<file path="src/rtl/fetch_pkg.sv">
// Shared types for the instruction fetch unit: fetch FSM states, prefetch
// queue entry layout, default halt encoding and a PC wrap helper.
// Optional build macro FETCH_ALIGN_CHK_EN adds the ERR state.
package fetch_pkg;

    localparam int ISIZE = 32;
    localparam logic [ISIZE-1:0] HALT_WORD_DEFAULT = 32'hFFFF_FFFF;

    typedef enum logic [1:0] {
        RUN  = 2'd0,
        HALT = 2'd1
`ifdef FETCH_ALIGN_CHK_EN
        ,
        ERR  = 2'd2
`endif
    } fetch_state_t;

    typedef struct packed {
        logic [ISIZE-1:0] instr;
        logic [ISIZE-1:0] pc;
    } fq_entry_t;

    // Word-align an address and wrap it into a 2^mem_size byte ROM.
    function automatic logic [ISIZE-1:0] pc_wrap(input logic [ISIZE-1:0] addr,
                                                 input int unsigned mem_size);
        logic [ISIZE-1:0] mask;
        mask = {ISIZE{1'b1}} >> (ISIZE - mem_size);
        mask = mask & {{(ISIZE-2){1'b1}}, 2'b00};
        return addr & mask;
    endfunction

endpackage

</file>
<file path="src/rtl/fetch_queue.sv">
// Circular prefetch FIFO of fq_entry_t. DEPTH must be a power of two so the
// pointers wrap naturally. Flush empties the queue and rewinds both pointers.
module fetch_queue
    import fetch_pkg::*;
#(
    parameter int DEPTH = 2,
    localparam int PW = $clog2(DEPTH),
    localparam int CW = $clog2(DEPTH + 1)
) (
    input  logic          clk,
    input  logic          reset,
    input  logic          push,
    input  logic          pop,
    input  logic          flush,
    input  fq_entry_t     push_entry,
    output fq_entry_t     head,
    output logic [CW-1:0] count,
    output logic          full
);

    fq_entry_t         mem_q [DEPTH];
    fq_entry_t         mem_d [DEPTH];
    logic [PW-1:0]     head_q, head_d;
    logic [PW-1:0]     tail_q, tail_d;
    logic [CW-1:0]     count_q, count_d;
    logic              do_push;
    logic              do_pop;

    assign head  = mem_q[head_q];
    assign count = count_q;
    assign full  = (count_q == CW'(DEPTH));

    // Next-state for pointers, occupancy and storage; flush overrides push/pop.
    always_comb begin
        mem_d   = mem_q;
        head_d  = head_q;
        tail_d  = tail_q;
        count_d = count_q;
        do_pop  = pop && (count_q != '0);
        do_push = push && (!full || do_pop);
        if (flush) begin
            head_d  = '0;
            tail_d  = '0;
            count_d = '0;
        end else begin
            if (do_push) begin
                mem_d[tail_q] = push_entry;
                tail_d        = tail_q + PW'(1);
            end
            if (do_pop) begin
                head_d = head_q + PW'(1);
            end
            case ({do_push, do_pop})
                2'b10:   count_d = count_q + CW'(1);
                2'b01:   count_d = count_q - CW'(1);
                default: count_d = count_q;
            endcase
        end
    end

    // Queue state registers; storage is cleared so no stale entry survives reset.
    always_ff @(posedge clk or posedge reset) begin
        if (reset) begin
            for (int i = 0; i < DEPTH; i++) begin
                mem_q[i] <= '0;
            end
            head_q  <= '0;
            tail_q  <= '0;
            count_q <= '0;
        end else begin
            mem_q   <= mem_d;
            head_q  <= head_d;
            tail_q  <= tail_d;
            count_q <= count_d;
        end
    end

endmodule

</file>
<file path="src/rtl/instr_fetch_unit.sv">
// Instruction fetch requester: owns the PC, reads the combinational ROM,
// buffers words in fetch_queue and presents them to decode with valid/ready.
// Redirect flushes and reloads the PC; a halt word stops fetching.
// Optional build macro FETCH_ALIGN_CHK_EN: a misaligned redirect enters ERR
// and raises a sticky fetch_err instead of silently masking the low bits.
module instr_fetch_unit
    import fetch_pkg::*;
#(
    parameter int               Isize     = 32,
    parameter int               mem_size  = 10,
    parameter logic [Isize-1:0] RESET_PC  = '0,
    parameter int               QDEPTH    = 2,
    parameter logic [Isize-1:0] HALT_WORD = HALT_WORD_DEFAULT
) (
    input  logic             clk,
    input  logic             reset,
    output logic [Isize-1:0] imem_addr,
    input  logic [Isize-1:0] imem_instr,
    input  logic             redirect,
    input  logic [Isize-1:0] redirect_pc,
    input  logic             dec_ready,
    output logic             dec_valid,
    output logic [Isize-1:0] dec_instr,
    output logic [Isize-1:0] dec_pc,
    output logic             halted,
    output logic             fetch_err
);

    localparam int CW = $clog2(QDEPTH + 1);

    fetch_state_t     state_q, state_d;
    logic [Isize-1:0] pc_q, pc_d;
    logic             halted_q, halted_d;
    logic             enq;
    logic             deq;
    fq_entry_t        q_head;
    fq_entry_t        q_push_entry;
    logic [CW-1:0]    q_count;
    logic             q_full;

    assign imem_addr    = pc_q;
    assign dec_valid    = (q_count != '0);
    assign dec_instr    = q_head.instr;
    assign dec_pc       = q_head.pc;
    assign halted       = halted_q;
    assign q_push_entry = '{instr: imem_instr, pc: pc_q};

    // Redirect takes the cycle: no dequeue credit and no enqueue while flushing.
    assign deq = dec_valid && dec_ready && !redirect;
    assign enq = (state_q == RUN) && !redirect && (!q_full || deq);

    fetch_queue #(
        .DEPTH (QDEPTH)
    ) u_fetch_queue (
        .clk        (clk),
        .reset      (reset),
        .push       (enq),
        .pop        (deq),
        .flush      (redirect),
        .push_entry (q_push_entry),
        .head       (q_head),
        .count      (q_count),
        .full       (q_full)
    );

`ifdef FETCH_ALIGN_CHK_EN
    logic err_q, err_d;
    assign fetch_err = err_q;
`else
    assign fetch_err = 1'b0;
`endif

    // Next-state for the fetch FSM, PC and status flags.
    always_comb begin
        state_d  = state_q;
        pc_d     = pc_q;
        halted_d = halted_q;
`ifdef FETCH_ALIGN_CHK_EN
        err_d    = err_q;
`endif
        if (redirect) begin
            halted_d = 1'b0;
`ifdef FETCH_ALIGN_CHK_EN
            if (redirect_pc[1:0] != 2'b00) begin
                // PC is left alone so imem_addr stays put while in ERR.
                state_d = ERR;
                err_d   = 1'b1;
            end else begin
                state_d = RUN;
                err_d   = 1'b0;
                pc_d    = pc_wrap(redirect_pc, mem_size);
            end
`else
            state_d = RUN;
            pc_d    = pc_wrap(redirect_pc, mem_size);
`endif
        end else if (enq) begin
            if (imem_instr == HALT_WORD) begin
                // Halt word is still enqueued; PC keeps pointing at it.
                state_d  = HALT;
                halted_d = 1'b1;
            end else begin
                pc_d = pc_wrap(pc_q + Isize'(4), mem_size);
            end
        end
    end

    // Fetch FSM and registered status outputs.
    always_ff @(posedge clk or posedge reset) begin
        if (reset) begin
            state_q  <= RUN;
            pc_q     <= RESET_PC;
            halted_q <= 1'b0;
`ifdef FETCH_ALIGN_CHK_EN
            err_q    <= 1'b0;
`endif
        end else begin
            state_q  <= state_d;
            pc_q     <= pc_d;
            halted_q <= halted_d;
`ifdef FETCH_ALIGN_CHK_EN
            err_q    <= err_d;
`endif
        end
    end

endmodule

</file>
<file path="config.mk">
export PLATFORM = sky130hd
export DESIGN_NAME = instr_fetch_unit
export DESIGN_NICKNAME = d
export VERILOG_FILES = /design/src/rtl/fetch_pkg.sv /design/src/rtl/fetch_queue.sv /design/src/rtl/instr_fetch_unit.sv
export SDC_FILE = /design/constraint.sdc
export NUM_CORES = 1
export LEC_CHECK = 0
export CAP_MARGIN = 20
export CORE_AREA = 8 8 124 126
export DETAILED_ROUTE_END_ITERATION = 8
export DIE_AREA = 0 0 132 134
export HOLD_SLACK_MARGIN = 0.15
export REMOVE_ABC_BUFFERS = 1
export SLEW_MARGIN = 0
export SYNTH_ARGS = -nofsm -noshare
export SYNTH_HDL_FRONTEND = slang
export SYNTH_SLANG_ARGS = --single-unit
export TNS_END_PERCENT = 10
</file>
<file path="constraint.sdc">
create_clock -name clk -period 3.95 [get_ports clk]
set_clock_uncertainty 0.15 [all_clocks]
set_input_delay 0.5925 -clock clk [delete_from_list [all_inputs] [get_ports clk]]
set_output_delay 0.5925 -clock clk [all_outputs]
set_load 0.005 [all_outputs]
</file>
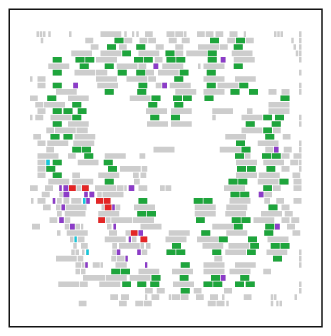
Fig. 1. Gate-type map (run 1).
| colour | family | cells |
|---|---|---|
| purple | NAND gates | 28 |
| red | AND-OR and OR-AND gates | 8 |
| cyan | inverters | 4 |
| green | multiplexers | 120 |

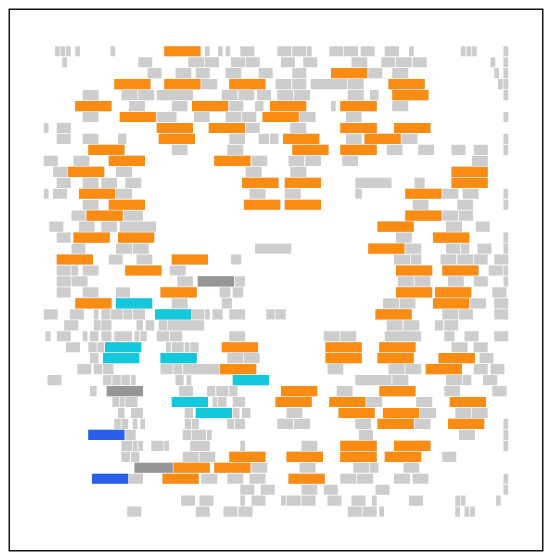
Fig. 2. Sequential cells coloured by netlist name (run 1).
| colour | signal | flops |
|---|---|---|
| orange | u_fetch_queue.mem_q | 80 |
| blue | u_fetch_queue.count | 2 |
| cyan | imem_addr | 8 |
not coloured: 3

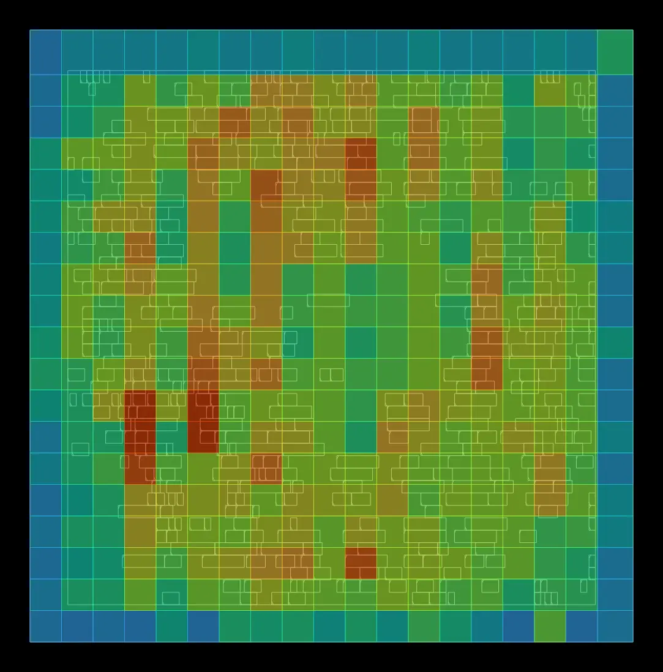
Fig. 3. Track usage over the die (run 1).
M2 GR Usage: 20.1%
wire per inst: 16.2 um

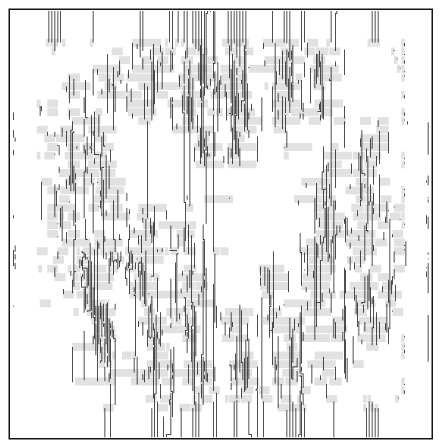
Fig. 4. Signal wires on met2 (run 1).
longest straight run: 45.6 um
wire length on this layer: 5110 um
share of all routed wire: 49%

## run 1: registers in the layout, indices dropped and copies added (netlist names)
signal,flops
u_fetch_queue.head_q,1
u_fetch_queue.tail_q,1
u_fetch_queue.mem_q,80
u_fetch_queue.count,2
state_q,1
imem_addr,8
## run 1: cells by family (layout without fill, tap and decap cells)
| group | count (synthesis) | after routing | share of synthesized area, % |
|---|---|---|---|
| AOI/OAI and AO/OA | 18 | 18 | 2.70 |
| other | 1 | 49 | 0.0810 |
| muxes | 120 | 120 | 29.2 |
| adders and majority gates | 1 | 1 | 0.270 |
| buffers and inverters | 71 | 121 | 9.87 |
| xor gates and xnor gates | 2 | 2 | 0.379 |
| and+or+nand+nor | 58 | 58 | 7.22 |
| DFF | 93 | 93 | 50.3 |
## run 1: per-layer routing
layer	routed length [um]	global-route usage [%]	part of all wire, %	vias to the layer above
met5	0	0	0	-
met4	148	4.21	1.4	0
met3	743	5.09	7.1	12
met2	5110	20.1	49	84
met1	4420	13.9	42	1472
li1	-	-	-	1376
## run 1: layout make-up
cell class                 count  area share (%)
sequential                    93            39.6
multi-input combinational    248            34.6
timing repair buffer         102            17.0
clock buffer                  14            4.66
tap                          180            3.83
inverter                       4           0.277
clock inverter                 1          0.0851
## run 1: stage by stage
step,power [mW],cells
after floorplan,1.69,345
after global placement,2.09,627
after detailed placement,2.11,627
after CTS,2.94,642
after global routing,3.06,642
final,2.89,642
## run 1: placed cells by master (no fill, tap or decap), drive strengths merged, types with 5 or more instances in the layout
| cell | n |
|---|---|
| mux2 | 120 |
| clkdlybuf4s50 | 93 |
| dfrtp | 93 |
| conb | 49 |
| clkbuf | 14 |
| buf | 9 |
| nand2 | 8 |
| nand4 | 8 |
| o31a | 8 |
| nor2 | 7 |
| o21ai | 6 |
| or3 | 5 |
| nor2b | 5 |
| nand3 | 5 |
| nand2b | 5 |
## run 1: power groups by stage
stage                     Clock [mW]  Sequential (mW)  Combinational [mW]
final                          0.808             1.28               0.795
after global routing           0.876             1.32               0.869
after CTS                      0.839             1.29               0.814
after detailed placement           0             1.30               0.810
after global placement             0             1.29               0.799
after floorplan                    0             1.27               0.423
## run 1: worst max-delay path: cells and delay by family, from the launching register on
| kind | cells | cell delay (ns) |
|---|---|---|
| flip-flops | 1 | 0.74 |
| multiplexers | 1 | 0.37 |
| buffers and inverters | 2 | 0.77 |
## run 1: path summary, 6_finish.rpt
path	endpoint	slack, ns	depth (start not counted)
setup / recovery	dec_instr[4]	0.97	3
hold / removal	u_fetch_queue.mem_q[100]$_DFFE_PP0P_	0.35	1
setup reg to reg	imem_addr[9]$_DFFE_PP0P_	1.62	5
hold reg to reg	u_fetch_queue.mem_q[100]$_DFFE_PP0P_	0.35	1
max in group asynchronous	u_fetch_queue.mem_q[68]$_DFFE_PP0P_	2.32	3
min in group asynchronous	u_fetch_queue.mem_q[2]$_DFFE_PP0P_	0.46	2
==> impl_metrics.py, run 1 <==
# Auto-generated metrics
metrics = {
    "clock_network": {
        "numCtsBuffers": 9,
        "cts_setup_buffers": 0,
        "cts_resized": 0,
        "clk_latency_ns": 0.34,
        "htree_levels": 3,
        "clock_sinks": 93,
        "root_buffer": "clkbuf_16",
        "cts_tree": "yes",
    },
    "logic_synthesis": {
        "top_cells_by_area": "dfrtp_1 (50%), mux2_2 (29%), buf_4 (7.9%), o31a_1 (1.5%), nand4_1 (1.1%)",
        "edf_count": 0,
        "most_common_cell": "mux2_2",
        "yosysChipArea_um2": 4630,
        "ff_type": "dfrtp_1",
        "syn-mean-instance-area_um2": 12.7,
        "top_area_cell": "dfrtp_1",
        "netlist_area_um2": 4630,
        "synth.top_cells.by_count": "mux2_2 (120), dfrtp_1 (93), buf_4 (49)",
        "ys_types": 30,
        "ys_seq_share_pct": 50.3,
        "yosys_warnings": 0,
    },
    "place": {
        "hpwl_mm": 7.55,
        "placed_cell_area_um2": 5600,
        "place.gp.congestion": 0.706,
        "place_ws_ns": 0.865,
    },
    "critical_path": {
        "crit_type": "flip-flop to output port",
        "worst_ep_arrival_time_ns": 2.24,
        "crit_path_top_delay_cell": "dfrtp_2",
        "crit_chain": "buf_4, mux2_2, clkdlybuf4s50_1",
        "crit_path_max_fanout": 22,
        "start_kind": "flip-flop",
        "max_stage_delay_ns": 0.74,
        "end_kind": "output port",
    },
    "sta": {
        "tightestPinTransition_ns": 0.640,
        "setup_ws_ns": 0.969,
        "fmax_mhz": 335,
        "slew_violations": 0,
        "holdWs_ns": 0.349,
        "setup_violations": 0,
        "slew_headroom_pct": 57.3,
        "hold_viol": 0,
    },
    "floorplan": {
        "io_pins": 167,
        "coreArea_um2": 13500,
        "rows": 43,
        "fp.dieH_um": 134,
        "dieWidth_um": 132,
        "initCoreUtil_pct": 34.3,
    },
    "pwr": {
        "switchingPower_mw": 0.718,
        "clockPowerShare_pct": 28.0,
        "pwr-share-seq_pct": 44.5,
        "switching_share_pct": 24.9,
        "internal_power_mw": 2.17,
    },
    "routing": {
        "drc": 0,
        "drt-initial-drc-count": 90,
        "routed_wl_mm": 10.4,
        "num_vias": 2944,
        "drtAntennaViolNets": 0,
    },
    "global_routing": {
        "grt_max_degree": 37,
        "grtUsageTotal_pct": 12.2,
        "antenna_found_initial": 0,
        "grt_pass1_vias": 3272,
        "grt_overflow_total": 0,
    },
    "cells_and_area": {
        "layout-drive-gt1-share_pct": 32.0,
        "area_growth_pct": 27.0,
        "utilization_pct": 43.5,
        "sequential_cell_area_um2": 2330,
        "comb_area_um2": 2030,
    },
    "run": {
        "cap_violations": 0,
        "warnings": 49,
    },
    "min_path": {
        "hold_start": "u_fetch_queue.mem_q[100]$_DFFE_PP0P_",
    },
    "status": {
        "status": "complete, no violations",
    },
}
--- run 2 (diff from run 1) ---
==> constraint.sdc (replaced) <==
create_clock -name clk -period 2.9 [get_ports clk]
set_clock_uncertainty 0.15 [all_clocks]
set_input_delay 0.435 -clock clk [delete_from_list [all_inputs] [get_ports clk]]
set_output_delay 0.435 -clock clk [all_outputs]
set_load 0.005 [all_outputs]
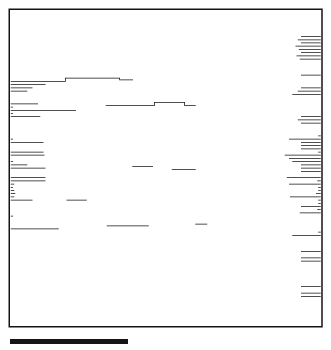
Fig. 5. Met3 routing (run 2).
Bar = 50 um.
main direction: horizontal
longest straight run: 27.4 um
share of all routed wire: 6.9%

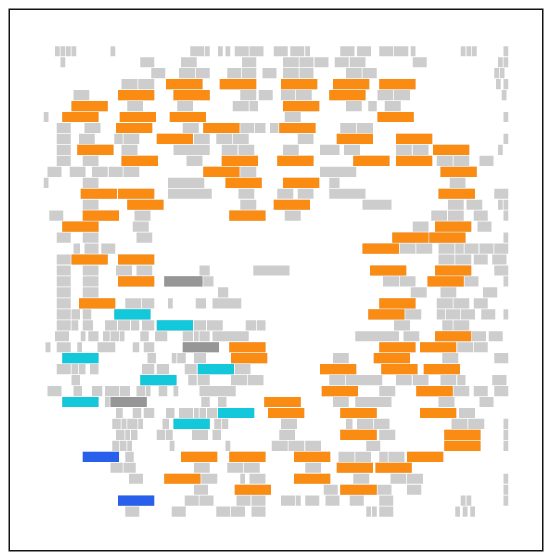
Fig. 6. Sequential cells coloured by netlist name (run 2).
| colour | signal | flops |
|---|---|---|
| blue | u_fetch_queue.count | 2 |
| orange | u_fetch_queue.mem_q | 80 |
| cyan | imem_addr | 8 |
not coloured: 3

==> run 2 against run 1 <==
Effect of this change:
- synthesized cell count is the same
- sequential share of layout area shrank 0.57 points
- total power grew 42%
- critical path depth is the same
- wire length grew 0.15%
- setup slack lost 0.54 ns
- first-iteration DRC count grew 39%
- via count is essentially flat
- utilization grew 0.64 points
- critical endpoint is now dec_instr[10]
- largest cell class unchanged
==> impl_metrics.py, run 2 <==
# Auto-generated metrics
metrics = {
    "clock_network": {
        "clock_sinks": 93,
        "numCtsBuffers": 9,
        "cts_setup_buffers": 0,
        "root_buffer": "clkbuf_16",
        "cts_resized": 0,
        "cts_tree": "yes",
    },
    "routing": {
        "wl_per_cell_um": 16.2,
        "routed_wl_mm": 10.4,
        "drtAntennaViolNets": 0,
    },
    "critical_path": {
        "crit_path_top_delay_cell": "clkdlybuf4s50_1",
        "start_kind": "flip-flop",
        "reg2reg_slack_ns": 0.73,
        "end_kind": "output port",
        "max_stage_delay_ns": 0.46,
        "r2r_cells": 5,
        "worst_ep_arrival_time_ns": 1.89,
        "worstReg2RegEnd": "imem_addr[9]$_DFFE_PP0P_",
        "crit_path_max_fanout": 24,
    },
    "pwr": {
        "p_total_mw": 4.10,
        "switchingPower_mw": 1.01,
        "switching_share_pct": 24.6,
        "pwr-share-seq_pct": 42.3,
        "clockPowerShare_pct": 30.8,
    },
    "cells_and_area": {
        "layout.cells.most_common": "mux2_2",
        "final_cell_mix": "mux2_2 (120), clkdlybuf4s50_1 (93), dfrtp_1 (92)",
        "layout-drive-gt1-share_pct": 32.9,
        "fin_cells": 645,
    },
    "logic_synthesis": {
        "synth.top_cells.by_count": "mux2_2 (120), dfrtp_1 (93), buf_4 (49)",
        "top_area_cell": "dfrtp_1",
        "netlist_area_um2": 4630,
        "top_cells_by_area": "dfrtp_1 (50%), mux2_2 (29%), buf_4 (7.9%), o31a_1 (1.5%), nand4_1 (1.1%)",
        "ys_seq_share_pct": 50.3,
        "yosys_warnings": 0,
        "ff_type": "dfrtp_1",
        "most_common_cell": "mux2_2",
    },
    "place": {
        "place_ws_ns": 0.245,
        "hpwl_mm": 7.46,
        "placed_cells": 629,
        "place.gp.congestion": 0.704,
    },
    "floorplan": {
        "rows": 43,
        "initCoreUtil_pct": 34.3,
        "io_pins": 167,
        "fp.dieH_um": 134,
        "coreArea_um2": 13500,
    },
    "global_routing": {
        "grt_overflow_total": 0,
        "grt_pass1_vias": 3356,
    },
    "sta": {
        "slew_violations": 0,
        "slew_headroom_pct": 55.9,
        "setup_violations": 0,
        "tightestPinTransition_ns": 0.661,
        "fmax_mhz": 405,
    },
    "status": {
        "status": "complete, no violations",
    },
    "run": {
        "warnings": 49,
    },
}
[run 2: layout make-up]
type / instances / area (um2)
Tap cell: 180 / 225
Sequential cell: 93 / 2330
Clock buffer: 10 / 239
Inverter: 4 / 16.3
Timing Repair Buffer: 104 / 1040
Clock inverter: 6 / 86.3
Multi-Input combinational cell: 248 / 2030
Fill cell: 1283 / 7540
[run 2: cells by family after synthesis]
family | synth area share [%]
mux | 29.2
flops | 50.3
buf+inv | 9.87
simple gates | 7.22
compound gates | 2.70
xor+xnor | 0.379
fa+ha+maj | 0.270
other cells | 0.0810
[run 2: power by group through the flow]
stage	registers (mW)	logic, mW	clock network (mW)
floorplan	1.73	0.576	0
global placement	1.74	1.11	0
detailed placement	1.76	1.12	0
CTS	1.74	1.13	1.30
global route	1.78	1.21	1.37
finish	1.74	1.10	1.26
[run 2: how the worst max path moves through the flow]
stage	to	slack, ns	cells after the start
2_1_floorplan	u_fetch_queue.mem_q[100]$_DFFE_PP0P_	-0.54	4
3_3_place_gp	imem_addr[5]$_DFFE_PP0P_	0.26	7
3_5_place_dp	imem_addr[9]$_DFFE_PP0P_	0.25	6
4_1_cts	dec_instr[9]	0.39	3
5_1_grt	dec_instr[11]	0.34	3
6_report	dec_instr[10]	0.43	3
[run 2: metal layers]
| layer | routed length (um) | global-route usage [%] |
|---|---|---|
| met1 | 4420 | 13.9 |
| met2 | 5220 | 20.8 |
| met3 | 715 | 4.90 |
| met4 | 87 | 3.25 |
| met5 | 0 | 0 |
[run 2: through the flow]
| stage | utilization, % | hold WS [ns] |
|---|---|---|
| CTS | 44.2 | 0.353 |
| finish | 44.2 | 0.346 |
| detailed placement | 41.8 | 0.337 |
| floorplan | - | 0.324 |
| global placement | 41.8 | 0.332 |
| global route | 44.2 | 0.365 |
[run 2: worst max-delay path: cells and delay by family, from the launching register on]
| family | cells | cell delay, ns |
|---|---|---|
| buf+inv | 2 | 0.80 |
| flops | 1 | 0.35 |
| mux | 1 | 0.38 |
--- run 3 (diff from run 2) ---
==> constraint.sdc (replaced) <==
create_clock -name clk -period 3.15 [get_ports clk]
set_clock_uncertainty 0.15 [all_clocks]
set_input_delay 0.4725 -clock clk [delete_from_list [all_inputs] [get_ports clk]]
set_output_delay 0.4725 -clock clk [all_outputs]
set_load 0.005 [all_outputs]
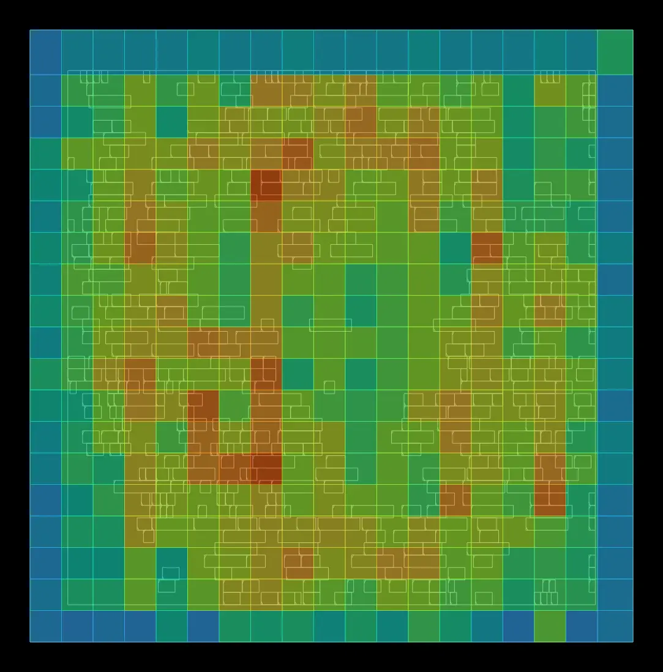
Fig. 7. Track usage over the die (run 3).
wire per inst: 16.4 um
global routing usage on met3: 4.00%
Final Core Density: 43.7%
gr usage total: 12.2%

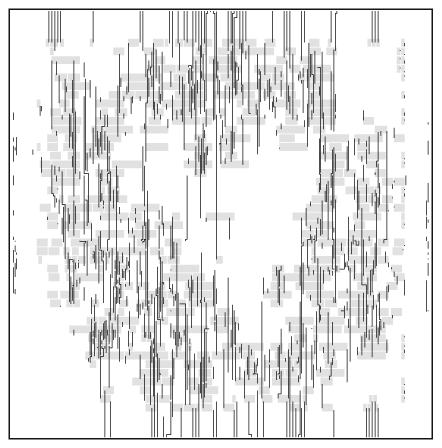
Fig. 8. Signal wires on met2 (run 3).
wire length on this layer: 5260 um
nets with wire on the layer: 475
share of all routed wire: 50%

==> run 3 against run 2 <==
Effect of this change:
- critical path depth unchanged
- count of clock-buffer cells in the layout increased by 3
- setup slack improved by 0.051 ns
- final cell count decreased by 0.31%
- non-clock buffer count decreased by 2
- synthesized cell count unchanged
- worst hold slack improved by 0.0033 ns
- register-to-register slack improved by 0.26 ns
- global-route usage about the same
- combinational power decreased by 8%
- wire length increased by 1.1%
- largest power group unchanged
- highest routed layer unchanged
==> impl_metrics.py, run 3 <==
# Auto-generated metrics
metrics = {
    "routing": {
        "drtAntennaViolNets": 0,
        "drt-initial-drc-count": 150,
        "drc": 0,
        "num_vias": 2999,
        "routed_wl_mm": 10.6,
    },
    "place": {
        "place.gp.congestion": 0.691,
        "placed_cells": 627,
        "hpwl_mm": 7.53,
    },
    "logic_synthesis": {
        "yosys_warnings": 0,
        "ys_types": 30,
        "ys_cells": 364,
        "ff_type": "dfrtp_1",
        "most_common_cell": "mux2_2",
        "ys_seq_share_pct": 50.3,
        "syn-mean-instance-area_um2": 12.7,
        "top_cells_by_area": "dfrtp_1 (50%), mux2_2 (29%), buf_4 (7.9%), o31a_1 (1.5%), nand4_1 (1.1%)",
        "yosysChipArea_um2": 4630,
        "edf_count": 0,
        "netlist_area_um2": 4630,
        "top_area_cell": "dfrtp_1",
        "synth.top_cells.by_count": "mux2_2 (120), dfrtp_1 (93), buf_4 (49)",
    },
    "critical_path": {
        "crit_path_top_delay_cell": "dfrtp_2",
        "crit_chain": "buf_12, mux2_2, clkdlybuf4s50_1",
        "start_kind": "flip-flop",
        "crit_path_max_fanout": 28,
        "crit_type": "flip-flop to output port",
        "reg2reg_slack_ns": 0.99,
        "worst_ep_arrival_time_ns": 2.05,
        "end_kind": "output port",
        "max_stage_delay_ns": 0.59,
    },
    "floorplan": {
        "io_pins": 167,
        "fp.dieH_um": 134,
        "dieWidth_um": 132,
        "rows": 43,
        "initCoreUtil_pct": 34.3,
        "coreArea_um2": 13500,
    },
    "clock_network": {
        "htree_levels": 3,
        "cts_tree": "yes",
        "cts_setup_buffers": 0,
        "clk_latency_ns": 0.34,
        "numCtsBuffers": 9,
        "root_buffer": "clkbuf_16",
        "cts_resized": 0,
        "clock_sinks": 93,
    },
    "sta": {
        "fmax_mhz": 374,
        "hold_viol": 0,
        "slew_headroom_pct": 55.5,
        "setup_violations": 0,
        "slew_violations": 0,
        "tightestPinTransition_ns": 0.667,
    },
    "cells_and_area": {
        "final_cell_mix": "mux2_2 (120), clkdlybuf4s50_1 (93), dfrtp_1 (92)",
        "layout-drive-gt1-share_pct": 32.2,
        "area_growth_pct": 27.6,
        "n_antenna_cell": 0,
        "fin_cells": 643,
        "largest_register_ffs": 80,
        "layout.cells.most_common": "mux2_2",
        "top_register": "u_fetch_queue.mem_q",
    },
    "status": {
        "status": "complete, no violations",
    },
    "global_routing": {
        "antenna_found_initial": 0,
        "grt_overflow_total": 0,
        "grt_pass1_wl_mm": 17.3,
        "grt_pass1_vias": 3304,
    },
    "run": {
        "warnings": 49,
    },
}
run 3: cell types whose count changed in the layout (fill, tap and decap cells not counted), sizes merged:
cell      change
buf           -2
clkbuf        +3
bufinv        -2
clkinv        -1
inv           +1
clkinvlp      -1
run 3: path summary, 6_finish.rpt:
path / from / endpoint / cells past startpoint
worst max-delay path: u_fetch_queue.head_q$_DFFE_PP0P_ / dec_instr[11] / 3
max in group asynchronous: reset / u_fetch_queue.head_q$_DFFE_PP0P_ / 3
worst max register to register: u_fetch_queue.count[1]$_DFFE_PP0P_ / imem_addr[9]$_DFFE_PP0P_ / 5
min in group asynchronous: reset / u_fetch_queue.mem_q[3]$_DFFE_PP0P_ / 2
worst min-delay path: u_fetch_queue.mem_q[55]$_DFFE_PP0P_ / u_fetch_queue.mem_q[55]$_DFFE_PP0P_ / 1
worst min register to register: u_fetch_queue.mem_q[55]$_DFFE_PP0P_ / u_fetch_queue.mem_q[55]$_DFFE_PP0P_ / 1
run 3: cell families after synthesis:
| kind of cell | share of synthesized area [%] |
|---|---|
| buffers and inverters | 9.87 |
| other | 0.0810 |
| flip-flops | 50.3 |
| adder cells (fa/ha/maj) | 0.270 |
| XOR/XNOR | 0.379 |
| AND/OR/NAND/NOR | 7.22 |
| multiplexers | 29.2 |
| AND-OR/OR-AND | 2.70 |
run 3: area by class of cell:
cell class | count | area [um2]
Timing Repair Buffer | 102 | 1020
Tap cell | 180 | 225
Clock inverter | 3 | 18.8
Multi-Input combinational cell | 248 | 2030
Fill cell | 1287 | 7600
Inverter | 4 | 16.3
Clock buffer | 13 | 260
Sequential cell | 93 | 2330
run 3: power by group:
part           total, mW  switching [mW]  internal (mW)
Combinational       1.01           0.337          0.670
Sequential          1.61           0.149           1.46
Clock               1.02           0.441          0.579
run 3: per-stage QoR:
step	area [um2]	setup slack, ns	utilization (%)	hold WS [ns]	total power, mW
finish	5900	0.479	43.7	0.349	3.64
global route	5900	0.380	43.7	0.361	3.86
CTS	5900	0.431	43.7	0.352	3.70
detailed placement	5630	0.279	41.7	0.338	2.66
global placement	5630	0.310	41.7	0.331	2.62
floorplan	4370	-0.295	-	0.324	2.12
run 3: layer usage:
metal / GRT usage [%] / part of all wire (%) / vias to the layer above
met3: 4.00 / 5.9 / 14
met1: 14.1 / 43 / 1516
li1: - / - / 1378
met5: 0 / 0 / -
met2: 20.4 / 50 / 91
met4: 5.17 / 1.6 / 0
run 3: critical path, delay by kind of cell, from the launching register on:
kind / cells / cell delay, ns
buffers and inverters: 2 / 0.72
DFF: 1 / 0.59
muxes: 1 / 0.37
No activity file was given, so power comes from the tool's default toggle rates.
